==> config.mk <==
export PLATFORM = sky130hd
export DESIGN_NAME = spi_master_arbiter
export DESIGN_NICKNAME = d
export VERILOG_FILES = /design/src/rtl/spi_arb_pkg.sv /design/src/rtl/rr_arbiter.sv /design/src/rtl/spi_master_arbiter.sv
export SDC_FILE = /design/constraint.sdc
export NUM_CORES = 1
export LEC_CHECK = 0
export ABC_AREA = 1
export CORE_UTILIZATION = 44
export DETAILED_ROUTE_END_ITERATION = 8
export PLACE_DENSITY = 0.78
export REMOVE_ABC_BUFFERS = 1
export SLEW_MARGIN = 20
export SYNTH_ARGS = -nofsm -noshare
export SYNTH_HDL_FRONTEND = slang
export SYNTH_SLANG_ARGS = --single-unit
==> constraint.sdc <==
create_clock -name clk -period 2.1 [get_ports clk]
set_input_delay 0.21 -clock clk [delete_from_list [all_inputs] [get_ports clk]]
set_output_delay 0.21 -clock clk [all_outputs]
set_load 0.02 [all_outputs]
==> src/rtl/spi_arb_pkg.sv <==
// Shared types and constants for the SPI master arbiter.
package spi_arb_pkg;

  typedef enum logic [2:0] {
    IDLE  = 3'd0,
    GRANT = 3'd1,
    START = 3'd2,
    WAIT  = 3'd3,
    DONE  = 3'd4
  } arb_state_t;

  localparam int DEFAULT_N_REQ   = 4;
  localparam int DEFAULT_TIMEOUT = 1024;

  // The counter has to hold the value TIMEOUT itself, hence the +1.
  function automatic int cnt_width(input int timeout);
    return $clog2(timeout + 1);
  endfunction

endpackage

==> src/rtl/rr_arbiter.sv <==
// Round-robin selector: the index after last_winner has top priority,
// ascending with wrap. Purely combinational, one-hot (or zero) grant.
module rr_arbiter #(
  parameter int N_REQ = 4,
  parameter int IDX_W = $clog2(N_REQ)
) (
  input  logic [N_REQ-1:0] req,
  input  logic [IDX_W-1:0] last_winner,
  output logic [N_REQ-1:0] grant
);

  logic [IDX_W-1:0]   start;
  logic [2*N_REQ-1:0] doubled;
  logic [N_REQ-1:0]   rotated;
  logic [N_REQ-1:0]   rot_grant;
  logic [2*N_REQ-1:0] grant_doubled;

  // Rotate the request vector so the top-priority index sits at bit 0,
  // keep the lowest set bit, then rotate that back into place.
  always_comb begin
    if (last_winner == IDX_W'(N_REQ - 1)) begin
      start = '0;
    end else begin
      start = last_winner + 1'b1;
    end
    doubled       = {req, req};
    rotated       = N_REQ'(doubled >> start);
    rot_grant     = rotated & (-rotated);
    grant_doubled = {rot_grant, rot_grant} << start;
    grant         = grant_doubled[2*N_REQ-1:N_REQ];
  end

endmodule

==> src/rtl/spi_master_arbiter.sv <==
// Shares one spi_master among N_REQ requesters: round-robin grant, one
// byte transfer per grant, with a timeout that aborts a stuck transfer.
module spi_master_arbiter
  import spi_arb_pkg::*;
#(
  parameter int N_REQ   = DEFAULT_N_REQ,
  parameter int TIMEOUT = DEFAULT_TIMEOUT
) (
  input  logic                 clk,
  input  logic                 reset_n,
  input  logic [N_REQ-1:0]     req,
  input  logic [8*N_REQ-1:0]   req_d,
  output logic [N_REQ-1:0]     gnt,
  output logic [N_REQ-1:0]     done,
  output logic                 err,
  output logic [7:0]           rsp_q,
  output logic                 m_starttx,
  output logic [7:0]           m_d,
  input  logic [7:0]           m_q,
  input  logic                 m_finished
);

  localparam int IDX_W = $clog2(N_REQ);
  localparam int CNT_W = cnt_width(TIMEOUT);
  localparam logic [CNT_W-1:0] CNT_MAX  = CNT_W'(TIMEOUT);
  localparam logic [CNT_W-1:0] CNT_LAST = CNT_W'(TIMEOUT - 1);

  arb_state_t       state;
  logic [IDX_W-1:0] last_winner;
  logic [IDX_W-1:0] win_idx_q;
  logic [CNT_W-1:0] cnt;

  logic [N_REQ-1:0] arb_grant;
  logic [IDX_W-1:0] arb_idx;
  logic [7:0]       arb_data;

  rr_arbiter #(
    .N_REQ (N_REQ),
    .IDX_W (IDX_W)
  ) u_rr (
    .req         (req),
    .last_winner (last_winner),
    .grant       (arb_grant)
  );

  // Turn the one-hot grant into an index and pick the winner's TX byte.
  always_comb begin
    arb_idx  = '0;
    arb_data = '0;
    for (int i = 0; i < N_REQ; i++) begin
      if (arb_grant[i]) begin
        arb_idx  = IDX_W'(i);
        arb_data = req_d[8*i +: 8];
      end
    end
  end

  // Transfer FSM; every output is registered and driven from here.
  always_ff @(posedge clk or negedge reset_n) begin
    if (!reset_n) begin
      state       <= IDLE;
      gnt         <= '0;
      done        <= '0;
      err         <= 1'b0;
      rsp_q       <= '0;
      m_starttx   <= 1'b0;
      m_d         <= '0;
      cnt         <= '0;
      win_idx_q   <= '0;
      last_winner <= IDX_W'(N_REQ - 1);
    end else begin
      case (state)
        IDLE: begin
          if (|req) begin
            gnt       <= arb_grant;
            win_idx_q <= arb_idx;
            m_d       <= arb_data;
            state     <= GRANT;
          end
        end
        GRANT: begin
          m_starttx <= 1'b1;
          state     <= START;
        end
        START: begin
          m_starttx <= 1'b0;
          cnt       <= '0;
          state     <= WAIT;
        end
        WAIT: begin
          if (cnt != CNT_MAX) begin
            cnt <= cnt + 1'b1;
          end
          if (m_finished) begin
            rsp_q <= m_q;
            err   <= 1'b0;
            done  <= gnt;
            state <= DONE;
          end else if (cnt == CNT_LAST) begin
            rsp_q <= 8'h00;
            err   <= 1'b1;
            done  <= gnt;
            state <= DONE;
          end
        end
        DONE: begin
          done        <= '0;
          err         <= 1'b0;
          gnt         <= '0;
          last_winner <= win_idx_q;
          state       <= IDLE;
        end
        default: begin
          state <= IDLE;
        end
      endcase
    end
  end

endmodule

**The clock network**

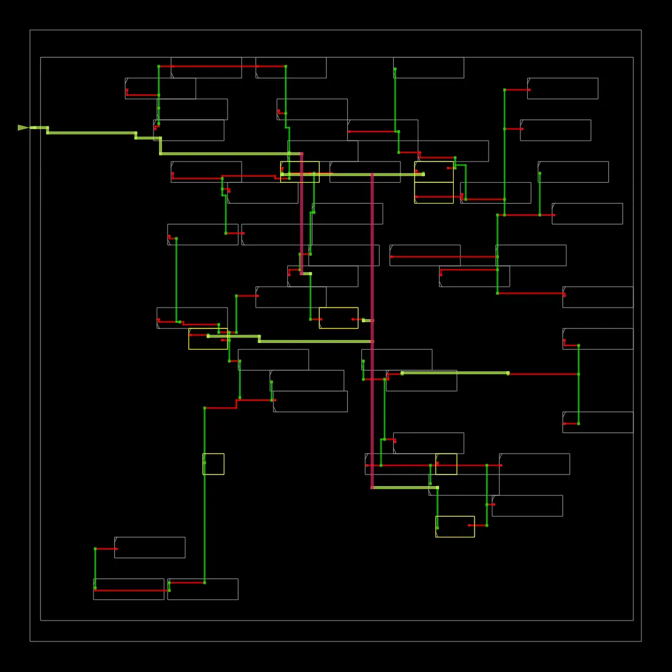
power drawn by the clock network: 0.573 mW
Skew-Pair Late Insertion Delay: 310 ps

**Register map, names as in the netlist**

Bar = 20 um. Other sequential cells in the stronger grey, the rest of the logic in the fainter grey.
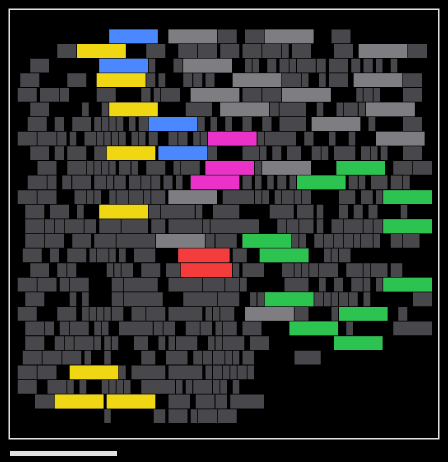
| colour | name in the netlist | flops |
|---|---|---|
| yellow | m_d | 8 |
| blue | gnt | 4 |
| red | last_winner | 2 |
| green | cnt | 11 |
| magenta | state | 3 |
not coloured: 16

==> Changelog: implementation <==
### Changed

- Final estimated routing congestion in global placement: around 0.85
- Worst setup slack after layout: -14.79 ps
- Transition at the pin with the smallest max-transition slack: roughly 670 ps
- Number of storage elements in the synthesis netlist: 44
- Final Critical Period: around 2100 ps
- Setup violation total in the final timing report: 8
- Antenna violations before repair: 0
- Largest stage delay, worst path: about 570 ps
- Die area: approximately 6400 sq um
- Clock tree from TritonCTS: yes
- Required time reported for the critical path endpoint: roughly 2300 ps
- Violations in the final reports: setup timing
- Largest Register: cnt
- Non-clock buffer count: just under 90
- Congestion Overflow GR: 0
- Static Leak: 1.767 nW
- Final routed DRC violation total: 0
- Filler-free cell count of the finished design: 502
- Largest area class, layout: logic gates
- Critical Path Fanout Max: 8
- Cell types with the largest area share after synthesis: sky130_fd_sc_hd__dfrtp_1 40%, sky130_fd_sc_hd__nand2_1 12%, sky130_fd_sc_hd__nand3_1 10%
- Status: complete, but fails checks
- Count of H-tree levels built during CTS: 2
- Setup_tns: -53.50 ps
- Chip Height: roughly 80 um
- Seq share, synth: between 40% and 50%
- Iteration tally of the first detailed-router pass: 4
- Initial DRC count: around 130
- Tool warnings: 27
- Power dissipated in combinational cells: roughly 5.1 mW
- Headroom to the max-slew limit: approximately 55%
- Adder-cell area share of the yosys netlist: 1.412%
- Switching share of power: about half
- Max reg flops: 11
- Cell-internal power: roughly 3.4 mW
- Yosys aoi share: under 10%
- Number of distinct library cell variants in the gate-level netlist after synthesis: 36
- Relative contribution of sequential cells to total power: about 20%
- Core utilization at floorplan: between 40% and 50%
- Max-Cap Viols: 0
- Detail Placement HPWL: between 4000 and 5000 um
- Inverters: 39
- Post-layout period usage of the worst path: 100.7%
- Post-synthesis chip area from yosys: between 2000 and 3000 sq um
- Cells along the critical path: ha_4 > inv_2 > nand2_4 > nand2_2 > nand3_2 > nand2_2 > nor2_4 > nand3_4 > nand3_4 > nand2_4 > nand2_8 > nor2_2 > nand2_1 > nand2_1
- Average via count per standard cell: approximately 5.3
- Worst endpoint data arrival time: approximately 2300 ps
- Achievable Freq: between 400 and 500 MHz
- Placed inst area: about 3500 sq um
- Post-Syn Area: about 2700 sq um
- Total design power: roughly 7.1 mW
- Root cell of the clock tree: sky130_fd_sc_hd__clkbuf_8
- Syn. warnings: 0
- Relative area of non-clock buffer cells in the final design: a little over a fifth
- Reported net switching power: about 3.7 mW
- Dominant flop cell: sky130_fd_sc_hd__dfrtp_1
- Number of nets still failing antenna checks after routing: 0
- Cells in synth_stat.txt: about 340
- Synthesized area per cell: about 8 sq um
- Largest logic family: simple AND/OR/NAND/NOR gates
- Area fraction of the dominant cell type after synthesis: 39.55%
- Cell count after synthesis: 340
- Final hold vios: 0
- Capturing point of the worst reg2reg path: m_d[0]
**Routed metal, one colour a layer**

Two of the layers only.
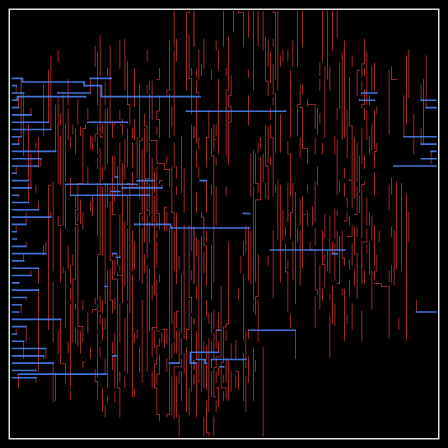
| colour | layer | wire length |
|---|---|---|
| blue | M3 | 391 um |
| red | M2 | 3620 um |

==> cell usage in the layout, fill, tap and decap left out, types with 3 or more instances in the layout <==
cell type                          n
sky130_fd_sc_hd__nand3_4          11
sky130_fd_sc_hd__dfrtp_1          42
sky130_fd_sc_hd__nand4_1          11
sky130_fd_sc_hd__buf_4            13
sky130_fd_sc_hd__nor3_1            6
sky130_fd_sc_hd__o21ai_1           3
sky130_fd_sc_hd__nand3_1          48
sky130_fd_sc_hd__o22ai_1           4
sky130_fd_sc_hd__o21ai_0           7
sky130_fd_sc_hd__nand3_2          13
sky130_fd_sc_hd__clkdlybuf4s50_1  71
sky130_fd_sc_hd__inv_2             6
sky130_fd_sc_hd__nand2_4           9
sky130_fd_sc_hd__inv_1            31
sky130_fd_sc_hd__clkbuf_8          6
sky130_fd_sc_hd__nand2_1          84
sky130_fd_sc_hd__nor2_2            8
sky130_fd_sc_hd__xor2_1            6
sky130_fd_sc_hd__nor4_1            3
sky130_fd_sc_hd__a21oi_1           3
sky130_fd_sc_hd__nor2_1           17
==> how the worst max path moves through the flow <==
stage / startpoint / end
6_report: last_winner[1] / m_d[0]
5_1_grt: last_winner[1] / m_d[2]
4_1_cts: last_winner[0] / m_d[4]
3_5_place_dp: last_winner[0] / m_d[7]
3_3_place_gp: last_winner[0] / m_d[1]
2_1_floorplan: last_winner[0] / m_d[0]
==> critical path, delay by kind of cell (launching register included) <==
kind | cells | cell delay, ps
AND/OR/NAND/NOR | 12 | 1220
flip-flops | 1 | 570
adder cells (fa/ha/maj) | 1 | 160
buffers and inverters | 1 | 40
==> layer usage <==
| layer | global-route usage, % | vias up | share of wire (%) |
|---|---|---|---|
| met5 | 0 | - | 0 |
| met2 | 39.23 | 95 | 52 |
| met3 | 5.600 | 16 | 5.6 |
| met1 | 27.20 | 1251 | 40 |
| met4 | 7.091 | 0 | 1.9 |
| li1 | - | 1315 | - |
==> cell usage after synthesis, types with 2 or more instances <==
cell and count:
sky130_fd_sc_hd__buf_2 2, sky130_fd_sc_hd__inv_1 32, sky130_fd_sc_hd__nor2_1 23, sky130_fd_sc_hd__nand2_2 4, sky130_fd_sc_hd__dfstp_2 2, sky130_fd_sc_hd__nand4_1 11, sky130_fd_sc_hd__o21ai_0 8, sky130_fd_sc_hd__nand2_1 86
sky130_fd_sc_hd__clkbuf_1 3, sky130_fd_sc_hd__nor4_1 3, sky130_fd_sc_hd__nand3_1 55, sky130_fd_sc_hd__ha_1 3, sky130_fd_sc_hd__o22ai_1 4, sky130_fd_sc_hd__a21oi_1 3, sky130_fd_sc_hd__xor2_1 6, sky130_fd_sc_hd__inv_2 5
sky130_fd_sc_hd__nor2_4 2, sky130_fd_sc_hd__nor3_1 7, sky130_fd_sc_hd__nand2_4 5, sky130_fd_sc_hd__nor2_2 2, sky130_fd_sc_hd__nor3_4 2, sky130_fd_sc_hd__a31oi_1 2, sky130_fd_sc_hd__nand3_2 15, sky130_fd_sc_hd__dfrtp_1 42
sky130_fd_sc_hd__o21ai_1 2
==> timing repair <==
action	4_1_cts	5_1_grt
setup buffers	2	2
hold buffers	1	0
resized	14	23
endpoints found under the hold margin	42	0
pin swaps	9	22
setup endpoints to repair	8	19
cloned	2	1
Power figures rest on the tool's default switching activity, not on a simulated workload.
